[config.mk]
export PLATFORM = sky130hd
export DESIGN_NAME = fft_frame_sequencer
export DESIGN_NICKNAME = d
export VERILOG_FILES = /design/src/rtl/fft_frame_sequencer.sv
export SDC_FILE = /design/constraint.sdc
export NUM_CORES = 1
export LEC_CHECK = 0
export ABC_AREA = 1
export CAP_MARGIN = 20
export CORE_MARGIN = 5
export CORE_UTILIZATION = 50
export CTS_CLUSTER_SIZE = 24
export DETAILED_ROUTE_END_ITERATION = 8
export PLACE_DENSITY = 0.68
export SETUP_SLACK_MARGIN = 0.5
export SLEW_MARGIN = 30
export SYNTH_ARGS = -nofsm -noshare
export SYNTH_HDL_FRONTEND = slang
export SYNTH_SLANG_ARGS = --single-unit
[constraint.sdc]
create_clock -name clk -period 2.15 [get_ports clk]
set_clock_uncertainty 0.2 [all_clocks]
set_input_delay 0.215 -clock clk [delete_from_list [all_inputs] [get_ports clk]]
set_output_delay 0.215 -clock clk [all_outputs]
set_load 0.01 [all_outputs]
[src/rtl/fft_frame_sequencer.sv]
// rtl/fft_frame_sequencer.sv - ping-pong frame assembler and replay sequencer feeding a 4-point FFT
//
// Collects DW-bit samples into 4-sample frames across two banks. Each
// complete frame is replayed one sample per clock, and the FFT stage strobes
// are generated alongside it.
//
// Optional feature macro: FFT_SEQ_BITREV_EN
//   defined   : replay in bit-reversed order (x0, x2, x1, x3)
//   undefined : replay in natural order (x0, x1, x2, x3)
//
// Parameters:
//   DW  - sample width (two's complement)
//   GAP - idle output cycles between frames (0 = back-to-back)
//
// Ports:
//   clk         - system clock, rising edge
//   clear       - synchronous active-low reset
//   in_data     - input sample
//   in_valid    - in_data valid
//   in_ready    - sample accepted this cycle when in_valid is high
//   a           - registered sample to the FFT
//   sel         - registered FFT first-stage select
//   sel_1       - FFT second-stage select (sel delayed two clocks)
//   out_valid   - a carries a frame sample
//   frame_start - high with the first sample of each frame
module fft_frame_sequencer #(
  parameter int DW  = 4,
  parameter int GAP = 0
) (
  input  logic          clk,
  input  logic          clear,
  input  logic [DW-1:0] in_data,
  input  logic          in_valid,
  output logic          in_ready,
  output logic [DW-1:0] a,
  output logic          sel,
  output logic          sel_1,
  output logic          out_valid,
  output logic          frame_start
);

  typedef enum logic [1:0] {
    S_IDLE   = 2'd0,
    S_STREAM = 2'd1,
    S_GAP    = 2'd2
  } state_t;

  localparam int GW = (GAP > 1) ? $clog2(GAP) : 1;
  // The IDLE detect cycle is itself one idle output cycle, so the GAP state
  // only has to cover GAP-1 cycles to give exactly GAP idle cycles.
  localparam logic [GW-1:0] GAP_LAST = GW'((GAP > 1) ? (GAP - 2) : 0);

  logic [DW-1:0] mem [0:1][0:3];
  logic [1:0]    full;
  logic          wr_bank;
  logic [1:0]    wr_idx;
  logic          wr_fire;

  state_t        state, state_nxt;
  logic          rd_bank;
  logic [1:0]    rd_cnt;
  logic [1:0]    rd_idx;
  logic          rd_release;
  logic [GW-1:0] gap_cnt;

  logic [DW-1:0] a_nxt;
  logic          ov_nxt, fs_nxt, sel_nxt;
  logic          sel_d;

  assign in_ready   = !full[wr_bank];
  assign wr_fire    = in_valid && in_ready;
  assign rd_release = (state == S_STREAM) && (rd_cnt == 2'd3);

  // Write side: bank bookkeeping. A bank written and a bank released at the
  // same edge are always different banks, since writes need an empty bank.
  always_ff @(posedge clk) begin
    if (!clear) begin
      full    <= 2'b00;
      wr_bank <= 1'b0;
      wr_idx  <= 2'd0;
    end else begin
      if (wr_fire) begin
        wr_idx <= wr_idx + 2'd1;
        if (wr_idx == 2'd3) begin
          full[wr_bank] <= 1'b1;
          wr_bank       <= ~wr_bank;
        end
      end
      if (rd_release) begin
        full[rd_bank] <= 1'b0;
      end
    end
  end

  // Sample storage needs no reset; the full flags say what is meaningful.
  always_ff @(posedge clk) begin
    if (clear && wr_fire) begin
      mem[wr_bank][wr_idx] <= in_data;
    end
  end

  // Read FSM: state register.
  always_ff @(posedge clk) begin
    if (!clear) begin
      state <= S_IDLE;
    end else begin
      state <= state_nxt;
    end
  end

  // Read counters. rd_cnt sits at 0 outside STREAM so every frame starts at 0.
  always_ff @(posedge clk) begin
    if (!clear) begin
      rd_cnt  <= 2'd0;
      rd_bank <= 1'b0;
      gap_cnt <= '0;
    end else begin
      rd_cnt  <= (state == S_STREAM) ? rd_cnt + 2'd1 : 2'd0;
      rd_bank <= rd_bank ^ rd_release;
      gap_cnt <= (state == S_GAP) ? gap_cnt + 1'b1 : '0;
    end
  end

  // Read FSM: next state.
  always_comb begin
    state_nxt = state;
    case (state)
      S_IDLE: begin
        if (full[rd_bank]) state_nxt = S_STREAM;
      end
      S_STREAM: begin
        if (rd_cnt == 2'd3) begin
          if (GAP > 1)                 state_nxt = S_GAP;
          else if (GAP == 1)           state_nxt = S_IDLE;
          else if (full[~rd_bank])     state_nxt = S_STREAM;
          else                         state_nxt = S_IDLE;
        end
      end
      S_GAP: begin
        if (gap_cnt == GAP_LAST) state_nxt = S_IDLE;
      end
      default: state_nxt = S_IDLE;
    endcase
  end

  // Read FSM: output values, registered below.
  always_comb begin
`ifdef FFT_SEQ_BITREV_EN
    rd_idx = {rd_cnt[0], rd_cnt[1]};
`else
    rd_idx = rd_cnt;
`endif
    a_nxt   = '0;
    ov_nxt  = 1'b0;
    fs_nxt  = 1'b0;
    sel_nxt = 1'b0;
    if (state == S_STREAM) begin
      a_nxt   = mem[rd_bank][rd_idx];
      ov_nxt  = 1'b1;
      fs_nxt  = (rd_cnt == 2'd0);
      sel_nxt = rd_cnt[1];
    end
  end

  // Output registers; sel_1 trails sel by two clocks and keeps running after
  // out_valid falls so the FFT can drain its second stage.
  always_ff @(posedge clk) begin
    if (!clear) begin
      a           <= '0;
      out_valid   <= 1'b0;
      frame_start <= 1'b0;
      sel         <= 1'b0;
      sel_d       <= 1'b0;
      sel_1       <= 1'b0;
    end else begin
      a           <= a_nxt;
      out_valid   <= ov_nxt;
      frame_start <= fs_nxt;
      sel         <= sel_nxt;
      sel_d       <= sel;
      sel_1       <= sel_d;
    end
  end

endmodule

==> metrics.cfg, run 1 <==
[clock_tree]
cts-root-buf = clkbuf_8
cts_buffers = 5
cts_tree = yes
h-tree-depth = 2
postCtsHoldBufs = 0
cts_sinks = 51
clock_latency_ns = 0.30
clkTransAtPathRegs_ns = 0.10
clk_path_buf_depth = 2

[synthesis]
syn-cell-area_um2 = 2263
compound_area_share_pct = 1.879
ys_types = 26
top_logic_kind = simple AND/OR/NAND/NOR gates
ys_sh_mux_pct = 0
yosysWarnings = 0
synth_top_flop_cell = edfxtp_1
syn_area_per_cell_um2 = 9.632
ys_chip_area_um2 = 2263
ys_seq_share_pct = 59.26
ys_sh_xor_pct = 0
async_flop_share_pct = 0
numSynthFlops = 51
edf_count = 32
synthesis.nets = 248
syn_inst = 235
ys_sh_simple_pct = 23.49
ys_sh_adder_pct = 3.317
ys_cells = 235

[worst_hold_path]
hp-class = register to register

[placement]
portBuffers = 15
placed_cell_area_um2 = 2486
gp_congestion = 0.8184
place_inst = 306
post-dp-hpwl_mm = 2.726

[drt]
first_pass_iters = 4
first_iter_violations = 77
drc = 0
viasPerCell = 4.609
wl_per_cell_um = 12.10
postRouteAntennaNets = 0

[cells_and_area]
layout_top_cells = nand2_1 (64), inv_1 (47), edfxtp_1 (32), nand3_1 (16), dfxtp_1 (16)
regArea_um2 = 1348
areaGrowthSynthToFinish_pct = 18.85
nNetsFinal = 280
logic_area_um2 = 686.9
final_cells = 320
final_common_cell = nand2_1
n_antenna_cell = 0
nFillCells = 365
drive_gt1_share_pct = 18.28
design_area_um2 = 2690

[die]
fp_util_pct = 51.63
core_area_um2 = 4384
std_cell_rows = 24
io_pins = 16
dieHeight_um = 77.28
die_w_um = 77.28
die-area_um2 = 5972

[final_timing]
max-slew-margin-rel_pct = 56.98
finalSetupTns_ns = 0
slew_violations = 0
setup_viol = 0
period_minus_slack_ns = 1.635
max_freq_ghz = 0.6114
hold_viol_final = 0
rsz0062_at_grt = true
period_used_pct = 76.07
worst_pin_slew_ns = 0.6444

[run]
warnings = 31
max_cap_violations = 0

[setup_path]
end_kind = register
critPathRequiredTime_ns = 1.97
path_max_fanout = 7
startpoint_type = register
path_class = register to register
critPathArrivalTime_ns = 1.45

[power_and_ir_drop]
powerDensity_nw_per_um2 = 658.9
vdd_drop_max_mv = 0.5368
p_leak_uw = 0.001271
power_uw = 1773

[grt]
grt_pass1_vias = 1335
grt_antenna_before_repair = 0
grt_pass1_wl_mm = 6.216
grt_overflow = 0
grt_max_degree = 18
grtUsageTotal_pct = 13.22

[run_status]
status = finished, final reports clean

## run 1: worst max-delay path, stage by stage (launching register included)
cell,delay [ns]
dfxtp_4,0.38
buf_6,0.13
nand2_4,0.08
nand4_4,0.18
nor3_2,0.23
buf_4,0.15
## run 1: stage by stage
step	hold slack [ns]	worst slack, ns	utilization [%]
after floorplan	0.1139	0.5758	-
after global placement	0.1983	0.3213	56.71
after detailed placement	0.2104	0.2410	56.71
after CTS	0.2216	0.5082	59.50
after global routing	0.2444	0.4694	61.36
final	0.2167	0.5145	61.36
## run 1: Yosys cell counts, drive strengths merged (2+ instances only)
cell type	number	area share, %
nand2	69	12
inv	52	9.1
edfxtp	32	42
dfxtp	19	17
nand3	17	4.3
nor2	15	3.5
nor3	10	2.2
buf	6	3.0
ha	6	3.3
a21oi	2	0.44
a31oi	2	0.55
## run 1: timing repair
item	CTS	global route
setup endpoints to repair	25	21
cloned	0	0
setup buffers	1	5
pin swaps	0	2
resized	9	10
## run 1: state kept, by name, indices dropped and copies added (netlist names), named ones only
signal / flops
full: 2
wr_idx: 2
out_valid: 1
sel_1: 1
mem: 32
rd_bank: 1
rd_cnt: 2
frame_start: 1
a: 4
sel_d: 1
wr_bank: 1
state: 1
sel: 1
## run 1: path summary, 6_finish.rpt
kind	startpoint	endpoint	slack (ns)	cells past startpoint
setup reg to reg	wr_bank$_SDFFE_PN0P_	mem[0][10]$_DFFE_PP_	0.51	5
hold reg to reg	sel_d$_SDFF_PN0_	sel_1$_SDFF_PN0_	0.22	2
hold / removal	sel_d$_SDFF_PN0_	sel_1$_SDFF_PN0_	0.22	2
setup / recovery	wr_bank$_SDFFE_PN0P_	mem[0][10]$_DFFE_PP_	0.51	5
## run 1: per-layer routing
metal | vias up | track usage, % | part of all wire, %
met2 | 30 | 21.46 | 47
met3 | 6 | 3.162 | 3.7
li1 | 785 | - | -
met5 | - | 0 | 0
met1 | 654 | 16.93 | 47
met4 | 0 | 5.155 | 1.6
## run 1: where the power goes
| part | total [uW] | switching (uW) | internal [uW] |
|---|---|---|---|
| clock | 602 | 302 | 300 |
| sequential | 1060 | 8.63 | 1050 |
| combinational | 109 | 63.0 | 46.4 |
## run 1: final cells by class
cell class	count	share of cell area (%)
flip-flops and latches	51	50.09
multi-input cells	126	25.53
repair buffers	31	10.23
inverters	52	7.721
clock buffers	6	3.488
well taps	52	2.419
clock inverters	2	0.5116
## run 1: kinds of logic after synthesis
kind of cell,after synthesis
AND/OR/NAND/NOR,113
buffers and inverters,58
flip-flops,51
AND-OR/OR-AND,7
adder cells (fa/ha/maj),6
run_1/m1.png
Scale bar: 20 um.
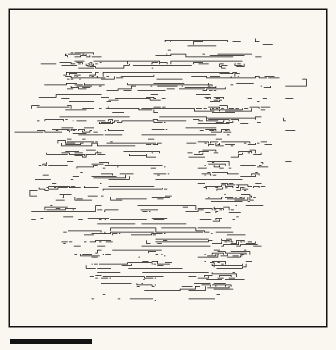
The layer carries 1830 um of wire. 255 nets have wire on it.
routed via count: 1475
Post-Route WL: 3.871 mm
GR Util met1: 16.93%

run_1/m2.png
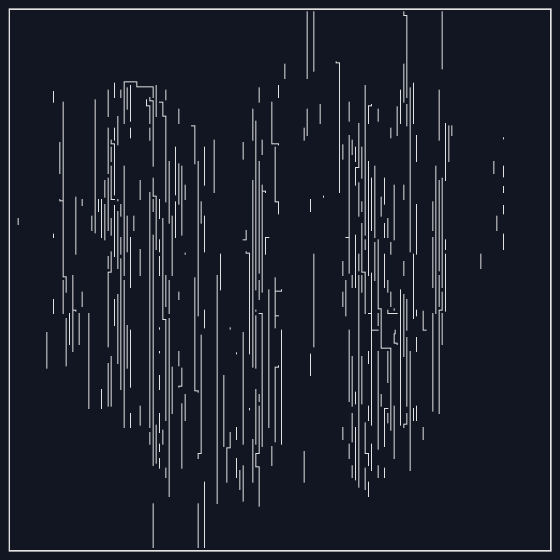
The wires run mostly vertical. The layer holds 47% of the routed length. 194 nets have wire on it. The longest straight run is 33.7 um.
global routing usage on met2: 21.46%

run_1/m3.png
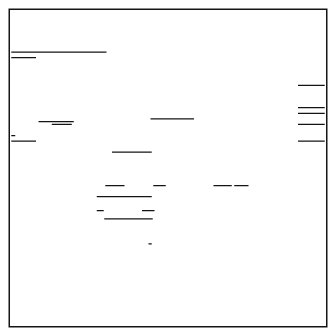
The longest straight run is 23.0 um. 17 nets have wire on it. The layer holds 3.7% of the routed length. The wires run mostly horizontal.
routing usage on met3: 3.162%

==> run 2: changes to the inputs <==
Clock period 2.15 ns to 1.55 ns, I/O delays scaled along.
run_2/congestion_map.png
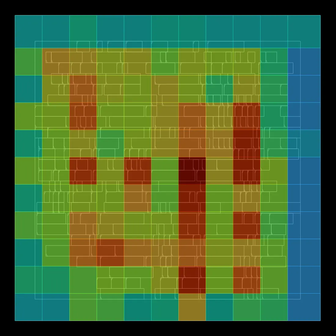
routing usage on met3: 5.621%
wire per inst: 14.71 um

run_2/m1.png
Scale bar: 20 um.
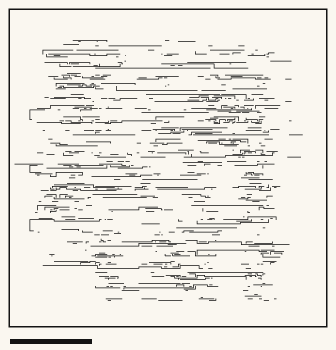
267 nets have wire on it. The wires run mostly horizontal. The layer carries 1950 um of wire. The longest straight run is 28.1 um.
GR Util met1: 21.60%
routed via count: 1613

==> run 2 against run 1 <==
The run now ends with negative setup slack left. Sequential power rose by 39%. Clock power rose by 36%. Wire length up 25%. Global-route usage grew 4.3 points. Register-to-register slack got worse by 0.55 ns. Area after synthesis did not move. Setup slack got worse by 0.55 ns. Core utilization grew 12 points. Sequential cell count did not move. Worst hold slack worse by 0.020 ns. Combinational power grew 89%. Total power rose by 41%. Critical endpoint is now mem[0][13]$_DFFE_PP_. Largest cell class unchanged. Largest power group unchanged.
==> metrics.cfg, run 2 <==
[synthesis]
ys_chip_area_um2 = 2263  ; unchanged
syn-cell-area_um2 = 2263  ; unchanged
ys_types = 26  ; unchanged
async_flop_share_pct = 0  ; unchanged
synth_top_flop_cell = edfxtp_1
ys_top_cells_by_count = nand2_1 (64), inv_1 (47), edfxtp_1 (32)
netlist.area_leader.share_pct = 42.45  ; unchanged
syn_area_per_cell_um2 = 9.632  ; unchanged
area_leaders = edfxtp_1 (42%), dfxtp_1 (17%), nand2_1 (11%)
yosysWarnings = 0  ; unchanged
ys_cells = 235  ; unchanged
synthesis.nets = 248  ; unchanged
ys_seq_share_pct = 59.26  ; unchanged

[clock_tree]
cts_buffers = 5  ; unchanged
clkTransAtPathRegs_ns = 0.09  ; about the same
cts-root-buf = clkbuf_8
cts_tree = yes
postCtsHoldBufs = 0  ; unchanged
clk_path_buf_depth = 2  ; unchanged

[run_status]
failed_checks = negative setup slack
status = finished, violations left

[grt]
grtUsageTotal_pct = 17.55  ; +4.3 points
grt_max_degree = 16  ; -2
grt_pass1_wl_mm = 7.928  ; +28%
grt_overflow = 0  ; unchanged
grt_antenna_before_repair = 0  ; unchanged

[setup_path]
path_max_fanout = 4  ; -3
crit_path_max_incr_delay_ns = 0.38  ; about the same
crit_start = wr_bank$_SDFFE_PN0P_
rr_startpoint = wr_bank$_SDFFE_PN0P_
startpoint_type = register
cpMaxStageDelayCell = dfxtp_4
critPathArrivalTime_ns = 1.37  ; -0.08 ns
cpMostUsedCell = buf_6
worstPathCellList = buf_6 > nand2_4 > nand4_4 > buf_6 > nor3_4
path_class = register to register
critPathRequiredTime_ns = 1.34  ; -0.63 ns

[final_timing]
whs_ns = 0.1966  ; -0.02006 ns
setup_viol = 8  ; +8
max-slew-margin-rel_pct = 76.32  ; +19 points
rsz0062_at_grt = true
slew_violations = 0  ; unchanged
setup_ws_ns = -0.03644  ; -0.5509 ns
max_freq_ghz = 0.6303  ; +3.1%
period_minus_slack_ns = 1.586  ; -0.04906 ns
hold_viol_final = 0  ; unchanged
worst_pin_slew_ns = 0.3542  ; -0.2902 ns

[placement]
portBuffers = 15  ; unchanged
post-dp-hpwl_mm = 2.848  ; +4.5%
gp_congestion = 0.8004  ; -2.2%

[worst_hold_path]
hp-class = primary input to register
hp-start = clear

[drt]
viasPerCell = 4.903  ; +6.4%
drc = 0  ; unchanged
first_iter_violations = 140  ; +82%
first_pass_iters = 4  ; unchanged
postRouteAntennaNets = 0  ; unchanged

[cells_and_area]
drive_gt1_share_pct = 44.40  ; +26 points
final_util_pct = 72.97  ; +12 points
top_register = mem
nNetsFinal = 289  ; +3.2%
final_cells = 329  ; +2.8%
final_common_cell = nand2_1
largest_reg_flops = 32  ; unchanged
layout_top_cells = nand2_1 (44), inv_1 (42), edfxtp_1 (32), buf_4 (14)
top_regs = mem: 32 flops, a: 4 flops
nFillCells = 291  ; -20%
logic_area_um2 = 998.5  ; +45%

[run]
max_cap_violations = 0  ; unchanged
warnings = 34  ; +9.7%

[power_and_ir_drop]
power_uw = 2493  ; +41%
powerDensity_nw_per_um2 = 779.2  ; +18%
p_leak_uw = 0.001478  ; +16%

[die]
dieHeight_um = 77.28  ; unchanged
fp_util_pct = 51.63  ; unchanged
die-area_um2 = 5972  ; unchanged

==> run 2: cell counts after synthesis <==
Identical to the previous run, type by type.
==> run 2: cell families after synthesis <==
logic type / count (synthesis) / synth area share (%)
AND-OR/OR-AND: 7 / 1.879
AND/OR/NAND/NOR: 113 / 23.49
buffers and inverters: 58 / 12.05
flip-flops: 51 / 59.26
adder cells (fa/ha/maj): 6 / 3.317
==> run 2: final timing paths <==
kind	end	slack, ns	cells after the start
hold / removal	sel_1$_SDFF_PN0_	0.20	4
setup / recovery	mem[0][13]$_DFFE_PP_	-0.04	5
hold reg to reg	sel_1$_SDFF_PN0_	0.21	2
setup reg to reg	mem[0][13]$_DFFE_PP_	-0.04	5
==> run 2: metal layers <==
metal / routed length (um) / track usage [%]
met1: 1946 / 21.60
met2: 2482 / 28.03
met3: 292 / 5.621
met4: 120 / 7.732
met5: 0 / 0
==> run 2: final cells by class <==
| cell class | count | area share (%) |
|---|---|---|
| repair inverters | 1 | 0.3520 |
| clock inverters | 2 | 0.2738 |
| inverters | 52 | 7.548 |
| well taps | 52 | 2.034 |
| repair buffers | 39 | 12.75 |
| multi-input cells | 126 | 31.21 |
| flip-flops and latches | 51 | 42.90 |
| clock buffers | 6 | 2.933 |
==> run 2: timing repair <==
item	CTS	global route
setup buffers	7	2
setup endpoints to repair	58	55
gates cloned	3	1
pin swaps	11	16
resized	102	32
==> run 2: through the flow <==
step                      TNS, ns  worst slack [ns]  cell area (um^2)
final                     -0.1457          -0.03644              3199
after global routing       -1.899          -0.08766              3199
after CTS                 -0.3302          -0.05330              3018
after detailed placement   -5.872           -0.2176              2610
after global placement     -5.024           -0.1715              2610
after floorplan                 0           0.07387              2360
==> run 2: power by group <==
part | switching [uW] | internal, uW | total, uW | leakage, uW
combinational | 122 | 84.4 | 206 | 0.000973
clock | 412 | 408 | 820 | 0.0000538
sequential | 14.6 | 1450 | 1470 | 0.000451
total | 548 | 1940 | 2490 | 0.00148
==> run 2: critical path: cells and delay by family, from the launching register on <==
kind                   cells  cell delay (ns)
buffers and inverters      2             0.29
DFF                        1             0.38
and+or+nand+nor            3             0.40
Power and IR drop assume default switching activity.
